`config.mk`:
```
export PLATFORM = sky130hd
export DESIGN_NAME = alu_ctl_flat
export DESIGN_NICKNAME = d
export VERILOG_FILES = /design/src/rtl/alu_ctl_pkg.sv /design/src/rtl/alu_ctl_if.sv /design/src/rtl/alu_ctl_rr_arbiter.sv /design/src/rtl/alu_ctl.sv /design/src/flat_wrapper.sv
export SDC_FILE = /design/constraint.sdc
export NUM_CORES = 1
export LEC_CHECK = 0
export CORE_AREA = 2 2 102 104
export CTS_CLUSTER_DIAMETER = 30
export CTS_CLUSTER_SIZE = 40
export DETAILED_ROUTE_END_ITERATION = 7
export DIE_AREA = 0 0 104 106
export PLACE_DENSITY = 0.89
export REMOVE_ABC_BUFFERS = 1
export SLEW_MARGIN = 0
export SYNTH_ARGS = -nofsm -noshare
export SYNTH_HDL_FRONTEND = slang
export SYNTH_SLANG_ARGS = --single-unit
```
`constraint.sdc`:
```
create_clock -name clk -period 4.7 [get_ports clk]
set_input_delay 0.47 -clock clk [delete_from_list [all_inputs] [get_ports clk]]
set_output_delay 0.47 -clock clk [all_outputs]
set_load 0.02 [all_outputs]
```
`src/rtl/alu_ctl_pkg.sv`:
```
// Shared types for the ALU sequencer: operation codes, flag word and FSM state.
package alu_ctl_pkg;

   typedef enum logic [2:0] {
      OP_ADD = 3'd0,
      OP_SUB = 3'd1,
      OP_AND = 3'd2,
      OP_OR  = 3'd3,
      OP_XOR = 3'd4,
      OP_ADC = 3'd5,
      OP_NOP = 3'd7
   } alu_operation_e;

   typedef struct packed {
      logic s;
      logic z;
      logic ac;
      logic cy;
   } flags_t;

   typedef enum logic [1:0] {
      ST_IDLE  = 2'd0,
      ST_ISSUE = 2'd1,
      ST_WAIT  = 2'd2,
      ST_RESP  = 2'd3
   } alu_ctl_state_e;

   localparam int OPND_W   = 16;
   localparam int RESULT_W = 32;

endpackage

```
`src/rtl/alu_ctl_if.sv`:
```
// Requester and ALU-side bus of the shared ALU sequencer.
interface alu_ctl_if #(
   parameter int NREQ = 2
) ();
   import alu_ctl_pkg::*;

   logic [NREQ-1:0]     req;
   alu_operation_e      req_op    [NREQ];
   logic [OPND_W-1:0]   req_ta    [NREQ];
   logic [OPND_W-1:0]   req_tb    [NREQ];
   logic [NREQ-1:0]     req_wide;
   flags_t              req_flags [NREQ];
   logic [NREQ-1:0]     gnt;
   logic [NREQ-1:0]     done;
   logic [RESULT_W-1:0] rsp_result;
   flags_t              rsp_flags;
   logic                rsp_err;
   alu_operation_e      alu_operation;
   logic [OPND_W-1:0]   alu_ta;
   logic [OPND_W-1:0]   alu_tb;
   logic                alu_wide;
   flags_t              alu_flags_in;
   logic                alu_execute;
   logic                alu_busy;
   logic [RESULT_W-1:0] alu_result;
   flags_t              alu_flags;
   logic                active;

   modport master (
      output req, req_op, req_ta, req_tb, req_wide, req_flags,
      output alu_busy, alu_result, alu_flags,
      input  gnt, done, rsp_result, rsp_flags, rsp_err,
      input  alu_operation, alu_ta, alu_tb, alu_wide, alu_flags_in, alu_execute, active
   );

   modport slave (
      input  req, req_op, req_ta, req_tb, req_wide, req_flags,
      input  alu_busy, alu_result, alu_flags,
      output gnt, done, rsp_result, rsp_flags, rsp_err,
      output alu_operation, alu_ta, alu_tb, alu_wide, alu_flags_in, alu_execute, active
   );

endinterface

```
`src/rtl/alu_ctl_rr_arbiter.sv`:
```
// Round-robin requester selection; one-hot grant, search starts after last_grant.
module rr_arbiter #(
   parameter int NREQ = 2
) (
   input  logic [NREQ-1:0]         req,
   input  logic [$clog2(NREQ)-1:0] last_grant,
   output logic [NREQ-1:0]         grant
);
   localparam int IDX_W = $clog2(NREQ);

   logic [IDX_W-1:0] idx;
   logic             found;

   // First active requester walking upward from last_grant+1, wrapping at NREQ.
   always_comb begin
      grant = {NREQ{1'b0}};
      found = 1'b0;
      idx   = {IDX_W{1'b0}};
      for (int k = 1; k <= NREQ; k++) begin
         idx = IDX_W'((int'(last_grant) + k) % NREQ);
         if (!found && req[idx]) begin
            grant[idx] = 1'b1;
            found      = 1'b1;
         end else begin
            found = found;
         end
      end
   end

endmodule

```
`src/rtl/alu_ctl.sv`:
```
// Shares one ALU between NREQ requesters: arbitrate, issue, wait with watchdog, respond.
module alu_ctl
   import alu_ctl_pkg::*;
#(
   parameter int NREQ     = 2,
   parameter int WAIT_MAX = 15
) (
   input  logic      clk,
   input  logic      reset_n,
   input  logic      ce,
   alu_ctl_if.slave  bus
);
   localparam int IDX_W = $clog2(NREQ);
   localparam int WD_W  = $clog2(WAIT_MAX + 1);

   localparam logic [1:0] S_IDLE  = ST_IDLE;
   localparam logic [1:0] S_ISSUE = ST_ISSUE;
   localparam logic [1:0] S_WAIT  = ST_WAIT;
   localparam logic [1:0] S_RESP  = ST_RESP;

   logic [1:0]          state;
   logic [IDX_W-1:0]    last_grant;
   logic [IDX_W-1:0]    cur;
   logic [IDX_W-1:0]    win;
   logic [NREQ-1:0]     grant;
   logic [NREQ-1:0]     gnt;
   logic [NREQ-1:0]     done;
   logic                alu_execute;
   logic                active;
   logic [WD_W-1:0]     wdog;
   logic [RESULT_W-1:0] rsp_result;
   flags_t              rsp_flags;
   logic                rsp_err;
   alu_operation_e      op;
   logic [OPND_W-1:0]   ta;
   logic [OPND_W-1:0]   tb;
   logic                wide;
   flags_t              flags_in;

   rr_arbiter #(.NREQ(NREQ)) u_arb (
      .req        (bus.req),
      .last_grant (last_grant),
      .grant      (grant)
   );

   // One-hot arbiter result to an index for the operand mux.
   always_comb begin
      win = {IDX_W{1'b0}};
      for (int i = 0; i < NREQ; i++) begin
         win = win | (grant[i] ? IDX_W'(i) : {IDX_W{1'b0}});
      end
   end

   // Sequencer: grant and operand latch, execute pulse, watchdog, response capture.
   always_ff @(posedge clk or negedge reset_n) begin
      if (!reset_n) begin
         state       <= S_IDLE;
         last_grant  <= IDX_W'(NREQ - 1);
         cur         <= {IDX_W{1'b0}};
         gnt         <= {NREQ{1'b0}};
         done        <= {NREQ{1'b0}};
         alu_execute <= 1'b0;
         active      <= 1'b0;
         wdog        <= {WD_W{1'b0}};
         rsp_result  <= {RESULT_W{1'b0}};
         rsp_flags   <= flags_t'(4'b0000);
         rsp_err     <= 1'b0;
         op          <= OP_ADD;
         ta          <= {OPND_W{1'b0}};
         tb          <= {OPND_W{1'b0}};
         wide        <= 1'b0;
         flags_in    <= flags_t'(4'b0000);
      end else if (ce) begin
         case (state)
            S_IDLE: begin
               done <= {NREQ{1'b0}};
               if (|bus.req) begin
                  state       <= S_ISSUE;
                  active      <= 1'b1;
                  gnt         <= grant;
                  last_grant  <= win;
                  cur         <= win;
                  alu_execute <= 1'b1;
                  op          <= bus.req_op[win];
                  ta          <= bus.req_ta[win];
                  tb          <= bus.req_tb[win];
                  wide        <= bus.req_wide[win];
                  flags_in    <= bus.req_flags[win];
               end else begin
                  gnt <= {NREQ{1'b0}};
               end
            end
            S_ISSUE: begin
               gnt         <= {NREQ{1'b0}};
               alu_execute <= 1'b0;
               wdog        <= {WD_W{1'b0}};
               state       <= S_WAIT;
            end
            S_WAIT: begin
               if (!bus.alu_busy) begin
                  rsp_result <= bus.alu_result;
                  rsp_flags  <= bus.alu_flags;
                  rsp_err    <= 1'b0;
                  done       <= {{(NREQ-1){1'b0}}, 1'b1} << cur;
                  state      <= S_RESP;
               end else if (wdog == WD_W'(WAIT_MAX - 1)) begin
                  // Abort: result zeroed, flags fall back to what the requester supplied.
                  rsp_result <= {RESULT_W{1'b0}};
                  rsp_flags  <= flags_in;
                  rsp_err    <= 1'b1;
                  done       <= {{(NREQ-1){1'b0}}, 1'b1} << cur;
                  state      <= S_RESP;
               end else begin
                  wdog <= wdog + WD_W'(1);
               end
            end
            S_RESP: begin
               done   <= {NREQ{1'b0}};
               active <= 1'b0;
               state  <= S_IDLE;
            end
            default: begin
               state       <= S_IDLE;
               gnt         <= {NREQ{1'b0}};
               done        <= {NREQ{1'b0}};
               alu_execute <= 1'b0;
               active      <= 1'b0;
            end
         endcase
      end
   end

   assign bus.gnt           = gnt;
   assign bus.done          = done;
   assign bus.rsp_result    = rsp_result;
   assign bus.rsp_flags     = rsp_flags;
   assign bus.rsp_err       = rsp_err;
   assign bus.alu_operation = op;
   assign bus.alu_ta        = ta;
   assign bus.alu_tb        = tb;
   assign bus.alu_wide      = wide;
   assign bus.alu_flags_in  = flags_in;
   assign bus.alu_execute   = alu_execute;
   assign bus.active        = active;

endmodule

```
`src/flat_wrapper.sv`:
```
// flat-port wrapper written by rule: the top's interface ports become plain ports
module alu_ctl_flat import alu_ctl_pkg::*;
#(
   parameter int NREQ     = 2,
   parameter int WAIT_MAX = 15
)
  (clk, reset_n, ce, bus_req, bus_req_op, bus_req_ta, bus_req_tb, bus_req_wide, bus_req_flags, bus_alu_busy, bus_alu_result, bus_alu_flags, bus_gnt, bus_done, bus_rsp_result, bus_rsp_flags, bus_rsp_err, bus_alu_operation, bus_alu_ta, bus_alu_tb, bus_alu_wide, bus_alu_flags_in, bus_alu_execute, bus_active);
  alu_ctl_if #(.NREQ(NREQ)) bus_i ();
  input  logic clk;
  input  logic reset_n;
  input  logic ce;
  input wire logic [$bits(bus_i.req)-1:0] bus_req;
  input wire logic [$bits(bus_i.req_op)-1:0] bus_req_op;
  input wire logic [$bits(bus_i.req_ta)-1:0] bus_req_ta;
  input wire logic [$bits(bus_i.req_tb)-1:0] bus_req_tb;
  input wire logic [$bits(bus_i.req_wide)-1:0] bus_req_wide;
  input wire logic [$bits(bus_i.req_flags)-1:0] bus_req_flags;
  input wire logic [$bits(bus_i.alu_busy)-1:0] bus_alu_busy;
  input wire logic [$bits(bus_i.alu_result)-1:0] bus_alu_result;
  input wire logic [$bits(bus_i.alu_flags)-1:0] bus_alu_flags;
  output wire logic [$bits(bus_i.gnt)-1:0] bus_gnt;
  output wire logic [$bits(bus_i.done)-1:0] bus_done;
  output wire logic [$bits(bus_i.rsp_result)-1:0] bus_rsp_result;
  output wire logic [$bits(bus_i.rsp_flags)-1:0] bus_rsp_flags;
  output wire logic [$bits(bus_i.rsp_err)-1:0] bus_rsp_err;
  output wire logic [$bits(bus_i.alu_operation)-1:0] bus_alu_operation;
  output wire logic [$bits(bus_i.alu_ta)-1:0] bus_alu_ta;
  output wire logic [$bits(bus_i.alu_tb)-1:0] bus_alu_tb;
  output wire logic [$bits(bus_i.alu_wide)-1:0] bus_alu_wide;
  output wire logic [$bits(bus_i.alu_flags_in)-1:0] bus_alu_flags_in;
  output wire logic [$bits(bus_i.alu_execute)-1:0] bus_alu_execute;
  output wire logic [$bits(bus_i.active)-1:0] bus_active;
  assign bus_i.req = bus_req;
  assign bus_i.req_op = {>>{bus_req_op}};
  assign bus_i.req_ta = {>>{bus_req_ta}};
  assign bus_i.req_tb = {>>{bus_req_tb}};
  assign bus_i.req_wide = bus_req_wide;
  assign bus_i.req_flags = {>>{bus_req_flags}};
  assign bus_i.alu_busy = bus_alu_busy;
  assign bus_i.alu_result = bus_alu_result;
  assign bus_i.alu_flags = bus_alu_flags;
  assign bus_gnt = bus_i.gnt;
  assign bus_done = bus_i.done;
  assign bus_rsp_result = bus_i.rsp_result;
  assign bus_rsp_flags = bus_i.rsp_flags;
  assign bus_rsp_err = bus_i.rsp_err;
  assign bus_alu_operation = bus_i.alu_operation;
  assign bus_alu_ta = bus_i.alu_ta;
  assign bus_alu_tb = bus_i.alu_tb;
  assign bus_alu_wide = bus_i.alu_wide;
  assign bus_alu_flags_in = bus_i.alu_flags_in;
  assign bus_alu_execute = bus_i.alu_execute;
  assign bus_active = bus_i.active;
  alu_ctl #(.NREQ(NREQ), .WAIT_MAX(WAIT_MAX)) u_core (.clk(clk), .reset_n(reset_n), .ce(ce), .bus(bus_i));
endmodule
```
==> impl_metrics.py, run 1 <==
# Auto-generated metrics
metrics = {
    "status": {
        "status": "finished clean",
    },
    "clock_tree": {
        "htree_levels": 3,
        "cts_tree": "built",
        "cts_buffer_depth": 2,
        "numClockSinks": 91,
        "cts_setup_buffers": 0,
        "cts_resized": 0,
    },
    "critical_path": {
        "endpoint": "u_core.bus.alu_ta[12]",
        "startpoint_type": "input port",
        "reg2reg_slack_ns": 2.42,
        "crit_arrival_ns": 2.76,
        "required_ns": 4.91,
        "end_kind": "flip-flop",
    },
    "global_route": {
        "met1_usage_pct": 24.8,
        "top_usage_layer": "met2",
        "grt_util_met2_pct": 36.7,
        "first_global_vias": 3730,
        "grt_max_degree": 83,
    },
    "place": {
        "place_area_um2": 6370,
        "dp.cells": 693,
    },
    "yosys": {
        "synth_cell_types": 43,
        "avgSynthCellArea_um2": 11.4,
        "topCellsByArea": "dfrtp_1, mux2i_1, nor3b_1",
        "ys_top_cells_by_count": "dfrtp_1, nand2_1, mux2i_1",
        "yosysCellCount": 376,
        "synth_cells": 376,
        "ys_sh_xor_pct": 0,
    },
    "final_timing": {
        "tightest_slew_ns": 1.03,
        "hold_ws_ns": 0.0903,
        "clock_skew_ns": 0.00961,
        "fin_ws_ns": 2.16,
        "rsz0062_at_grt": "no",
        "fin_crit_sh_pct": 54.1,
    },
    "finish": {
        "antennaDiodeCount": 0,
        "comb-cell-share_pct": 27.7,
        "largest_cell_class": "flip-flops and latches",
        "layout-drive-gt1-share_pct": 6.81,
        "buffer_area_share_pct": 31.5,
        "clk_share_pct": 3.23,
        "mi_logic_area_um2": 1820,
        "nFillCells": 780,
        "fin_area_um2": 6590,
    },
    "detailed_routing": {
        "wl_met1_um": 4570,
        "highest_layer": "met4",
        "drt-initial-drc-count": 126,
        "viasPerCell": 5.02,
        "drc_errors": 0,
    },
    "pwr": {
        "p_switching_mw": 1.44,
        "clkPwrFrac_pct": 14.8,
    },
    "run": {
        "warnings": 30,
    },
}
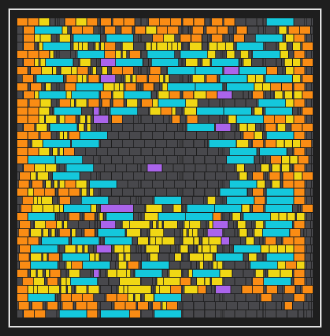
*Placement by cell class, run 1*
Fill, decap, tap and diode cells in grey.
- remaining buffers and delay cells: orange (cells 209; share of their area 32%)
- remaining logic cells: yellow (cells 257; share of their area 29%)
- clock drivers and dummy loads: purple (cells 16; share of their area 3.3%)
- sequential cells: cyan (cells 91; share of their area 36%)
core area: 10000 µm²
sequential cell area share: 34.6%

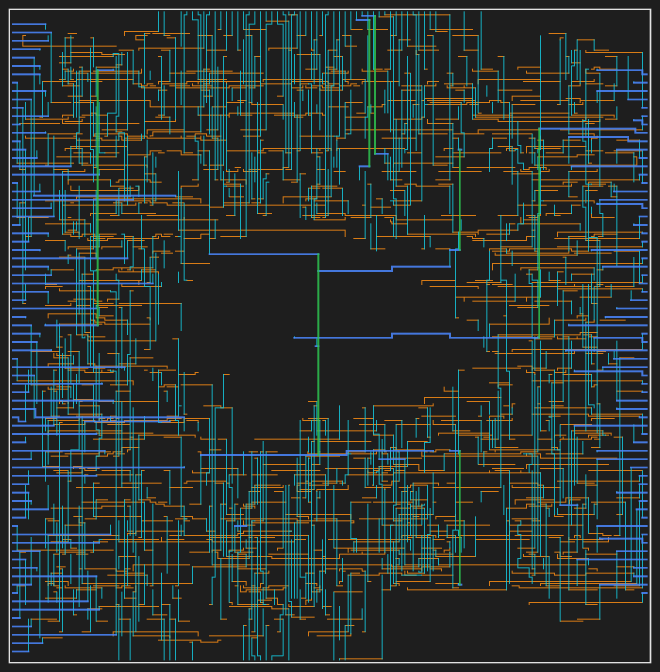
*Routed metal, one colour a layer, run 1*
- M2: cyan (wire length 5590 µm)
- M4: green (wire length 192 µm)
- M1: orange (wire length 4570 µm)
- M3: blue (wire length 1020 µm)
Total Routing Usage GR: 21.3%
routed via count: 3559

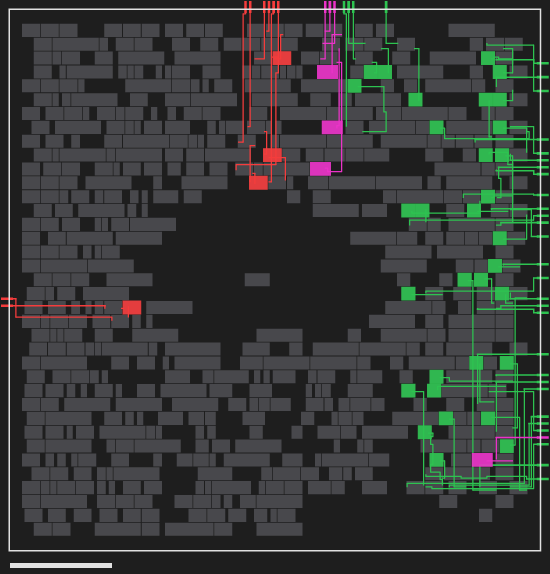
*Nets reached from selected ports, run 1*
The bar under the picture is 20 µm long.
- bus_alu_flags: magenta (direction input; end cells 4; buffers 4; wire 92.7 µm)
- bus_req_flags: red (direction input; end cells 4; buffers 8; wire 216 µm)
- bus_alu_result: green (direction input; end cells 32; buffers 32; wire 885 µm)
Port Buf Inserts: 204
I/O pins: 205

### Placement view, run 1

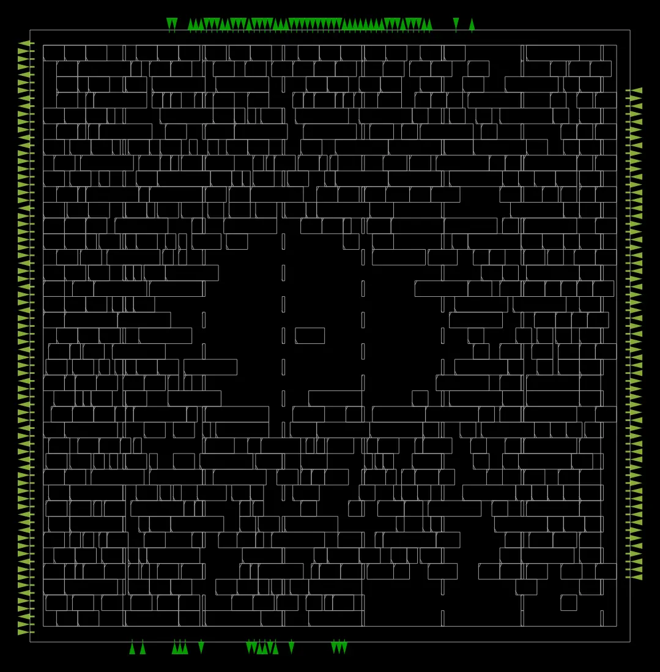

==> inputs of run 2 (changes only) <==
--- a/config.mk
+++ b/config.mk
@@ -5,12 +5,12 @@
 export SDC_FILE = /design/constraint.sdc
 export NUM_CORES = 1
 export LEC_CHECK = 0
-export CORE_AREA = 2 2 102 104
+export CORE_AREA = 2 2 111 113
 export CTS_CLUSTER_DIAMETER = 30
 export CTS_CLUSTER_SIZE = 40
 export DETAILED_ROUTE_END_ITERATION = 7
-export DIE_AREA = 0 0 104 106
-export PLACE_DENSITY = 0.89
+export DIE_AREA = 0 0 113 115
+export PLACE_DENSITY = 0.8
 export REMOVE_ABC_BUFFERS = 1
 export SLEW_MARGIN = 0
 export SYNTH_ARGS = -nofsm -noshare
==> constraint.sdc (replaced) <==
create_clock -name clk -period 2.31 [get_ports clk]
set_input_delay 0.231 -clock clk [delete_from_list [all_inputs] [get_ports clk]]
set_output_delay 0.231 -clock clk [all_outputs]
set_load 0.02 [all_outputs]
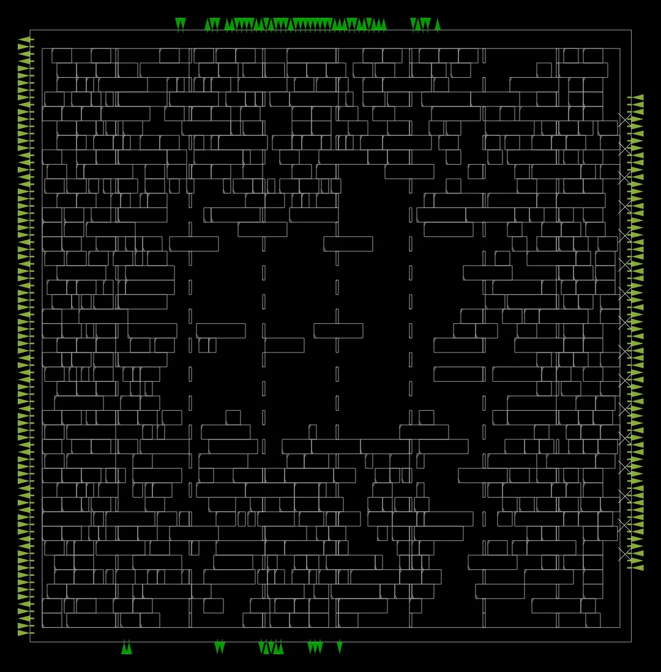
*Placement view, run 2*
# rows: 40
Post-Layout Cell Count: 725
Final Util: 57.0%

==> run 2 against run 1 <==
Effect of this change: routed wire length increased by 1.1%; clock power increased by 130%; design area increased by 2.3%; highest routed layer unchanged; largest cell class unchanged; first-iteration DRC count increased by 85%; count of clock-buffer cells in the layout increased by 1; utilization decreased by 8.8 points; setup slack got worse by 1.8 ns; total power increased by 110%; the flow now finishes with violations (DRC).
==> impl_metrics.py, run 2 <==
# Auto-generated metrics
metrics = {
    "status": {
        "status": "complete, but fails checks",
        "failed_checks": "DRC",
    },
    "clock_tree": {
        "cts_resized": 0,
        "cts_buffer_depth": 2,
        "htree_levels": 3,
        "cts_setup_buffers": 0,
        "numClockSinks": 91,
        "cts_tree": "built",
    },
    "place": {
        "io_buffers": 204,
        "dp.cells": 709,
    },
    "finish": {
        "largest_cell_class": "flip-flops and latches",
        "mi_logic_area_um2": 1820,
        "seq_share_pct": 33.8,
        "fin_area_um2": 6740,
        "buffer_area_share_pct": 32.1,
        "layout-drive-gt1-share_pct": 6.92,
    },
    "die": {
        "ioPinCount": 205,
        "design.core.area_um2": 11800,
    },
    "final_timing": {
        "fin_crit_sh_pct": 83.9,
        "rsz0062_at_grt": "no",
    },
    "critical_path": {
        "reg2reg_slack_ns": 0.37,
        "end_kind": "flip-flop",
        "required_ns": 2.52,
        "crit_arrival_ns": 2.15,
        "startpoint_type": "flip-flop",
    },
    "detailed_routing": {
        "drc_errors": 16,
        "wl_met1_um": 4750,
        "drt-initial-drc-count": 233,
    },
    "global_route": {
        "met1_usage_pct": 21.2,
        "first_global_vias": 3786,
        "grt_max_degree": 78,
        "top_usage_layer": "met2",
    },
    "yosys": {
        "ys_top_cells_by_count": "dfrtp_1, nand2_1, mux2i_1",
        "synth_cell_types": 43,
        "synth_cells": 376,
        "yosysCellCount": 376,
    },
    "pwr": {
        "clkPwrFrac_pct": 16.6,
    },
}
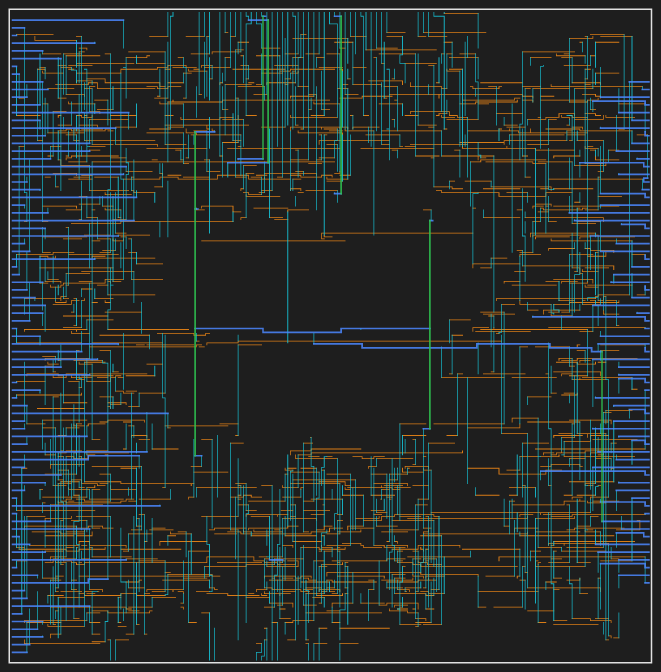
*Routed metal, one colour a layer, run 2*
- M1: orange (wire length 4750 µm)
- M3: blue (wire length 1200 µm)
- M4: green (wire length 205 µm)
- M2: cyan (wire length 5330 µm)
Total Routing Usage GR: 17.6%
WL per Instance: 15.8 µm
routed via count: 3563
final WL: 11500 µm

### Nets reached from selected ports, run 2

The bar under the picture is 20 µm long.
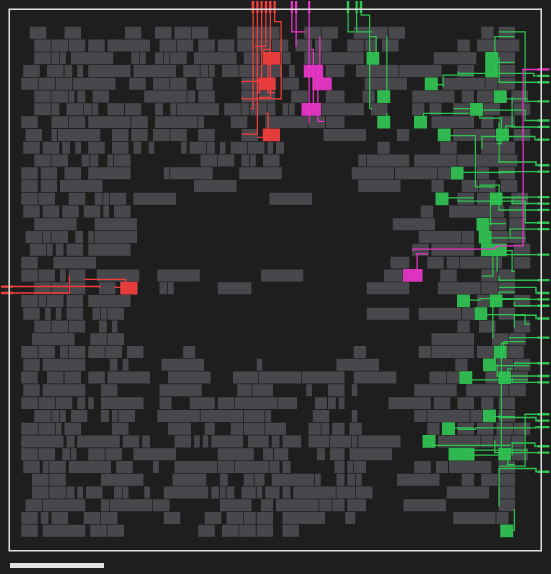

==> inputs of run 3 (changes only) <==
--- a/config.mk
+++ b/config.mk
@@ -5,12 +5,12 @@
 export SDC_FILE = /design/constraint.sdc
 export NUM_CORES = 1
 export LEC_CHECK = 0
-export CORE_AREA = 2 2 111 113
+export CORE_AREA = 2 2 106 108
 export CTS_CLUSTER_DIAMETER = 30
 export CTS_CLUSTER_SIZE = 40
 export DETAILED_ROUTE_END_ITERATION = 7
-export DIE_AREA = 0 0 113 115
-export PLACE_DENSITY = 0.8
+export DIE_AREA = 0 0 108 110
+export PLACE_DENSITY = 0.83
 export REMOVE_ABC_BUFFERS = 1
 export SLEW_MARGIN = 0
 export SYNTH_ARGS = -nofsm -noshare
==> constraint.sdc (replaced) <==
create_clock -name clk -period 1.9 [get_ports clk]
set_input_delay 0.19 -clock clk [delete_from_list [all_inputs] [get_ports clk]]
set_output_delay 0.19 -clock clk [all_outputs]
set_load 0.02 [all_outputs]
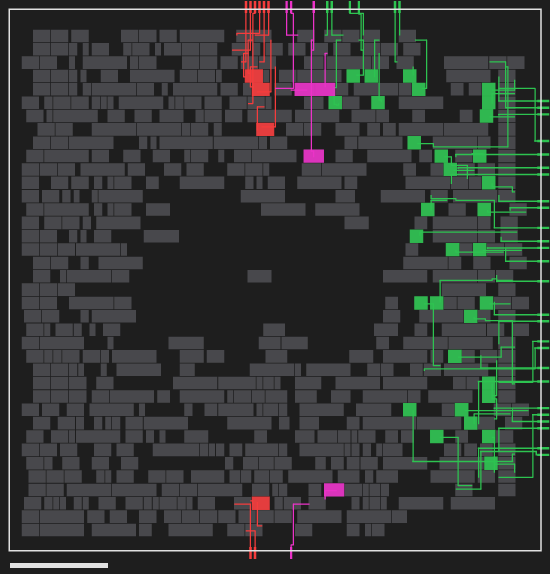
*Nets reached from selected ports, run 3*
The bar under the picture is 20 µm long.
- bus_req_flags: red (direction input; end cells 4; buffers 8; wire 151 µm)
- bus_alu_result: green (direction input; end cells 32; buffers 32; wire 799 µm)
- bus_alu_flags: magenta (direction input; end cells 4; buffers 4; wire 87.5 µm)

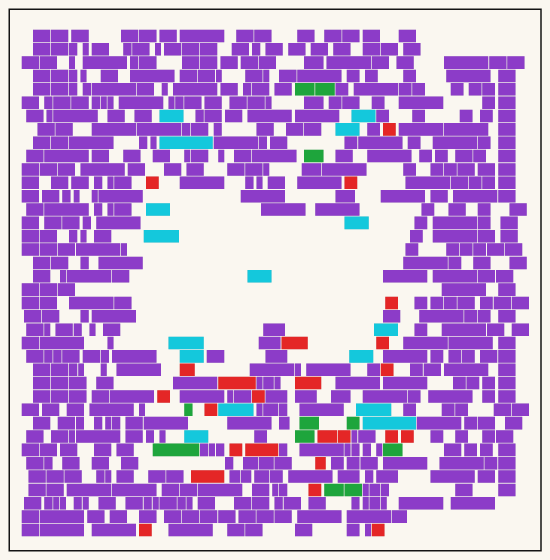
*Drive-strength map, run 3*
- x1 and smaller: purple (cells 535; share 91%; most used clkdlybuf4s50_1)
- x2: green (cells 11; share 1.9%; most used mux2_2)
- x3 and x4: red (cells 24; share 4.1%; most used buf_4)
- x6 and larger: cyan (cells 16; share 2.7%; most used clkbuf_8)
design area: 6760 µm²
setup ws final: 0.0875 ns
Signal buffers: 222
area grow syn2layout: 56.9%

==> run 3 against run 2 <==
Effect of this change: the run now ends clean; sequential cell count stayed put; cell count rose by 0.14%; design area rose by 0.30%; combinational power rose by 24%; via count increased by 3.6%; routed wire length fell by 0.54%; largest cell class unchanged; die area is 8.6% lower; utilization grew 6.1 points; synthesized area is the same; global-route usage rose by 1.3 points; highest routed layer unchanged; sequential share of layout area down 0.10 points.
==> impl_metrics.py, run 3 <==
# Auto-generated metrics
metrics = {
    "status": {
        "status": "finished clean",
    },
    "clock_tree": {
        "htree_levels": 3,
        "cts_tree": "built",
        "cts_setup_buffers": 0,
    },
    "yosys": {
        "ys_top_cells_by_count": "dfrtp_1, nand2_1, mux2i_1",
        "yosysCellCount": 376,
        "synth_cell_types": 43,
        "synth_cells": 376,
        "topCellsByArea": "dfrtp_1, mux2i_1, nor3b_1",
        "avgSynthCellArea_um2": 11.4,
    },
    "critical_path": {
        "crit_arrival_ns": 2.05,
        "endpoint": "u_core.bus.rsp_err",
        "end_kind": "flip-flop",
        "reg2reg_slack_ns": 0.09,
        "startpoint_type": "flip-flop",
        "required_ns": 2.14,
    },
    "die": {
        "design.core.area_um2": 10700,
        "rows": 38,
        "ioPinCount": 205,
    },
    "pwr": {
        "clkPwrFrac_pct": 15.3,
    },
    "finish": {
        "seq_share_pct": 33.7,
        "nFillCells": 865,
        "layout-drive-gt1-share_pct": 8.70,
        "largest_cell_class": "flip-flops and latches",
        "mi_logic_area_um2": 1820,
        "final_cells": 726,
        "comb-cell-share_pct": 27.0,
    },
    "place": {
        "io_buffers": 204,
        "dp.cells": 707,
        "place_area_um2": 6500,
    },
    "run": {
        "warnings": 30,
    },
    "detailed_routing": {
        "avgRoutedWirePerCell_um": 15.7,
        "wl_met1_um": 4510,
        "highest_layer": "met4",
        "drt-initial-drc-count": 180,
        "drt_wl_total_um": 11400,
        "viasPerCell": 5.08,
        "drc_errors": 0,
        "vias": 3691,
    },
    "final_timing": {
        "hold_ws_ns": 0.371,
        "clock_skew_ns": 0.0160,
        "tightest_slew_ns": 0.621,
    },
    "global_route": {
        "met1_usage_pct": 21.5,
        "first_global_vias": 3751,
    },
}
Power and IR drop assume default switching activity.
